==> images/met4.png <==
Bar = 50 microns. Supply wires on this layer in gray. Cells faint in the background.
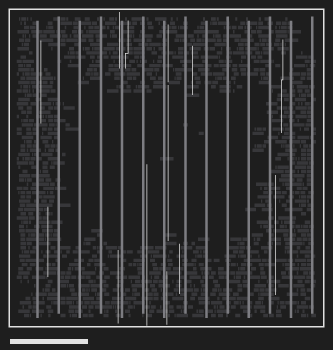
==> images/met2.png <==
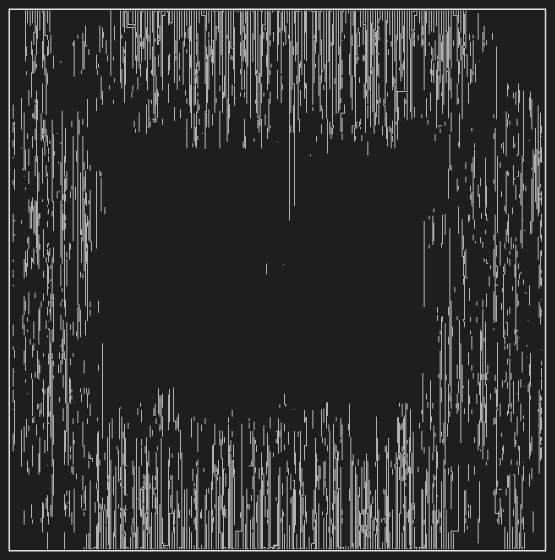
==> images/met3.png <==
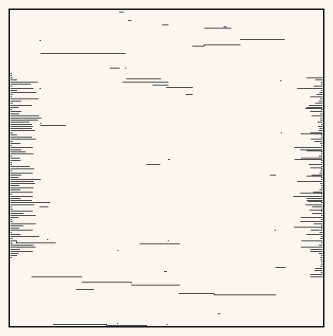
==> images/final_clocks.png <==
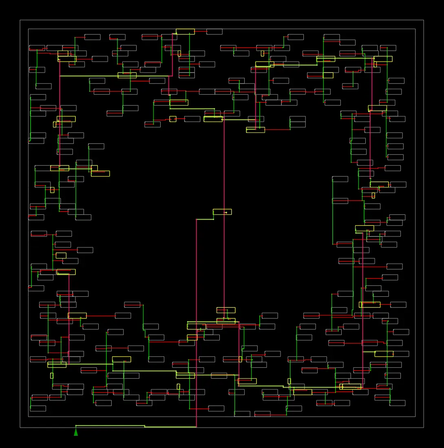
==> config.mk <==
export PLATFORM = sky130hd
export DESIGN_NAME = shift_left
export DESIGN_NICKNAME = d
export VERILOG_FILES = /design/src/rtl/flappy_pkg.sv /design/src/rtl/shift_row.sv /design/src/rtl/shift_left.sv
export SDC_FILE = /design/constraint.sdc
export NUM_CORES = 1
export LEC_CHECK = 0
export ABC_AREA = 0
export ABC_CLOCK_PERIOD_IN_PS = 1000
export CORE_AREA = 4 4 197 199
export CTS_CLUSTER_SIZE = 40
export DETAILED_ROUTE_END_ITERATION = 8
export DIE_AREA = 0 0 201 203
export SYNTH_ARGS = -nofsm -noshare
export SYNTH_HDL_FRONTEND = slang
export SYNTH_SLANG_ARGS = --single-unit
==> constraint.sdc <==
create_clock -name clk -period 1 [get_ports clk]
set_input_delay 0.25 -clock clk [delete_from_list [all_inputs] [get_ports clk]]
set_output_delay 0.25 -clock clk [all_outputs]
set_load 0.005 [all_outputs]
==> run summary <==
Observations from the implementation run.

Outcome:
- The flow ran to the end, but the final reports show violations.
- The checks that failed: setup timing.

Worst setup path:
- The run gives the slowest cell on the critical path as sky130_fd_sc_hd__dfxtp_4.
- The run puts the length in cells of the worst reg-to-reg path at 4.
- The run gives the depth of the critical timing path with buffers and inverters included as 1.
- The data arrival time reported for the critical path is around 1.0 ns.
- The run puts the required time of the critical path at about 0.75 ns.
- The run gives the worst stage delay on the critical path as 0.35 ns.
- The run puts the highest fanout seen on the critical path at 2.
- The run gives the register-to-register setup slack as between 0.15 and 0.2 ns.
- STA classifies the critical path startpoint as a flip-flop.
- In this run the critical path is formed by buf_6.

Layout:
- The run gives the final antenna diode count as 0.
- The finished design was reported to have a net count of 1577.
- The area taken by multi-input combinational cells is reported as around 3400 sq um.
- The run puts the number of flip-flops under the largest register name at between 200 and 250.
- The run gives the layout filler cell count as around 3600.

Global route:
- The run puts the residual overflow from global routing at 0.
- The run puts the global-route total usage across every layer at 0.134.
- The run gives the maximum number of pins on one net before global-route repair as 33.
- The run gives the initial antenna violation count as 0.
- The run puts the wire length of the first global-routing pass at between 40000 and 50000 microns.

Route:
- The run puts the number of remaining DRC errors at 0.
- The run gives the per-cell via count in the routed design as slightly above 4.
- The run puts the number of DRC violations after detailed-routing iteration 0 at between 200 and 250.
- The run puts the detail-routed net length per standard cell at between 15 and 20 microns.
- The run puts the first-pass detailed-route iteration total at 4.

Power:
- The run gives the leakage power as approximately 7.2 nW.
- The run gives the maximum ir drop on the vdd rail as roughly 1.2 mV.
- Total power for the finished layout comes to about 24 mW.
- The run puts the power per standard cell area at ~1500 nW/um^2.

Timing:
- In this build the clock could be raised as far as around 800 MHz.
- The run puts the post-layout period usage of the worst path at 1.25.
- The run puts the post-route worst setup slack at -0.247 ns.
- On the final layout, the worst clock skew is 0 ns.
- For the finished layout, the period the worst path requires is 1.25 ns.
- For reference, the final report shows the hold violation count at 0.
- Setup repair after global routing could not meet its margin everywhere.
- The most critical hold endpoint after final layout shows a slack of approximately 0.051 ns.
- The run puts the number of setup violations in the final report at approximately 240.

Yosys:
- Synthesis produced 791 cells.
- The stat command in Yosys gives a chip area of slightly below 9000 sq um.
- The run puts the count of different cell masters after synthesis at 9.
- Of the synthesized area, sequential elements account for 0.550.
- The run puts the yosys synthesis warning count at 0.
- For reference, the post-synthesis area per instance comes to around 11 sq um.
- The run puts the number of standard cells reported by yosys at ~800.

Placement:
- The run gives the detailed-placement wirelength estimate as about 22000 microns.
- The run gives the port buffer count as ~480.
- The run gives the final weighted congestion of routability-driven global placement as around 0.77.

CTS:
- The run gives the clock tree from TritonCTS as yes.
- The run puts the clock transition time at the flip-flop clock pins of the worst setup and hold paths at 0.06 ns.
- In this run, CTS created clock tree buffers numbering 28.

Min path:
- The type recorded for the worst min-delay path is in -> reg.
- The run gives the number of cells traversed by the worst hold path as 3.

Die:
- The run gives the I/O pin count as between 500 and 600.
- The run gives the horizontal die dimension as ~200 microns.
- The run gives the core footprint as 37200 sq um.
- The vertical die dimension reported for this design is 203 microns.
- The run gives the floorplan row count as between 70 and 80.
- At the floorplan stage, the core utilization is reported as 0.235.

Flow run:
- The run gives the max capacitance violation total as 0.
- OpenROAD emitted warnings numbering ~44.
-- met4.png (at the start) --
- nets with wire on the layer: 8
- share of all routed wire: 2.4%
- longest straight run: 103 microns
- wire length on this layer: 688 microns
overall via count from detail_route: 7283
detailed-route wire length: 29000 microns

-- met2.png (at the start) --
- nets with wire on the layer: 1358
- main direction: vertical
- longest straight run: 78.8 microns
- wire length on this layer: 15100 microns
met2 track utilization from global routing: 0.245

-- met3.png (at the start) --
- wire length on this layer: 1860 microns
- share of all routed wire: 6.4%
- longest straight run: 54.3 microns
- nets with wire on the layer: 195
- main direction: horizontal
met3 global-route usage: 0.0353

-- final_clocks.png (at the start) --
clock latency on the worst-skew pair: 0.53 ns
count of clock-net buffers in the final layout: 44
Num Clock Sinks: 240

synth_stat cells:
library cell	number	area [sq um]
sky130_fd_sc_hd__dfxtp_1	240	4800
sky130_fd_sc_hd__mux2i_1	240	2400
sky130_fd_sc_hd__nor2_1	240	901
sky130_fd_sc_hd__buf_2	21	105
sky130_fd_sc_hd__buf_4	21	158
sky130_fd_sc_hd__buf_8	20	300
sky130_fd_sc_hd__clkbuf_1	6	22.5
sky130_fd_sc_hd__buf_12	2	40.0
sky130_fd_sc_hd__conb_1	1	3.75
layout by cell type, fill, tap and decap left out, types with 4 or more instances in the layout:
cell | synthesis | final
sky130_fd_sc_hd__clkbuf_16 | 0 | 29
sky130_fd_sc_hd__nor2_1 | 240 | 240
sky130_fd_sc_hd__buf_12 | 2 | 12
sky130_fd_sc_hd__dfxtp_2 | 0 | 239
sky130_fd_sc_hd__clkbuf_8 | 0 | 4
sky130_fd_sc_hd__conb_1 | 1 | 16
sky130_fd_sc_hd__buf_2 | 21 | 46
sky130_fd_sc_hd__buf_4 | 21 | 58
sky130_fd_sc_hd__buf_6 | 0 | 195
sky130_fd_sc_hd__clkdlybuf4s50_1 | 0 | 240
sky130_fd_sc_hd__mux2i_1 | 240 | 240
sky130_fd_sc_hd__clkbuf_1 | 6 | 11
worst min-delay path, cell delays in order:
cell and delay, ns:
sky130_fd_sc_hd__buf_6 0.10, sky130_fd_sc_hd__buf_12 0.14, sky130_fd_sc_hd__nor2_1 0.05
power by group:
group	total (mW)	internal [mW]	switching, mW
Sequential	10.6	10.3	0.370
Clock	9.48	5.59	3.89
Combinational	3.79	2.48	1.31
Total	23.9	18.3	5.57
final cells by class:
| type | instances | area share |
|---|---|---|
| Sequential cell | 240 | 0.331 |
| Clock inverter | 3 | 0.00146 |
| Clock buffer | 44 | 0.0533 |
| Multi-Input combinational cell | 496 | 0.218 |
| Tap cell | 474 | 0.0384 |
| Timing Repair Buffer | 552 | 0.358 |
stage by stage:
stage	std cells	TNS, ns	setup slack [ns]	cell area, sq um
after floorplan	806	0	0.0119	8800
after global placement	1752	-54.40	-0.210	14200
after detailed placement	1752	-57.66	-0.238	14200
after CTS	1808	-60.85	-0.293	15200
after global routing	1809	-61.28	-0.288	15400
final	1809	-51.30	-0.247	15400
what timing repair did:
| action | in CTS | in global routing |
|---|---|---|
| buffers inserted | 9 | 1 |
| resized | 1366 | 32 |
| endpoints found under the setup margin | 240 | 240 |
| pin swaps | 0 | 0 |
metal layers:
layer	vias up	GRT usage	wire length (microns)
met1	3370	0.153	11400
met4	0	0.0411	688
met2	238	0.245	15100
li1	3639	-	-
met3	36	0.0353	1860
met5	-	0	0
cell families (layout without fill, tap and decap cells):
family	after synthesis	count (layout)	share of synthesized area
buf+inv	70	599	0.0716
mux	240	240	0.275
other cells	1	16	0.000429
flops	240	240	0.550
simple gates	240	240	0.103
Power figures rest on the tool's default switching activity, not on a simulated workload.
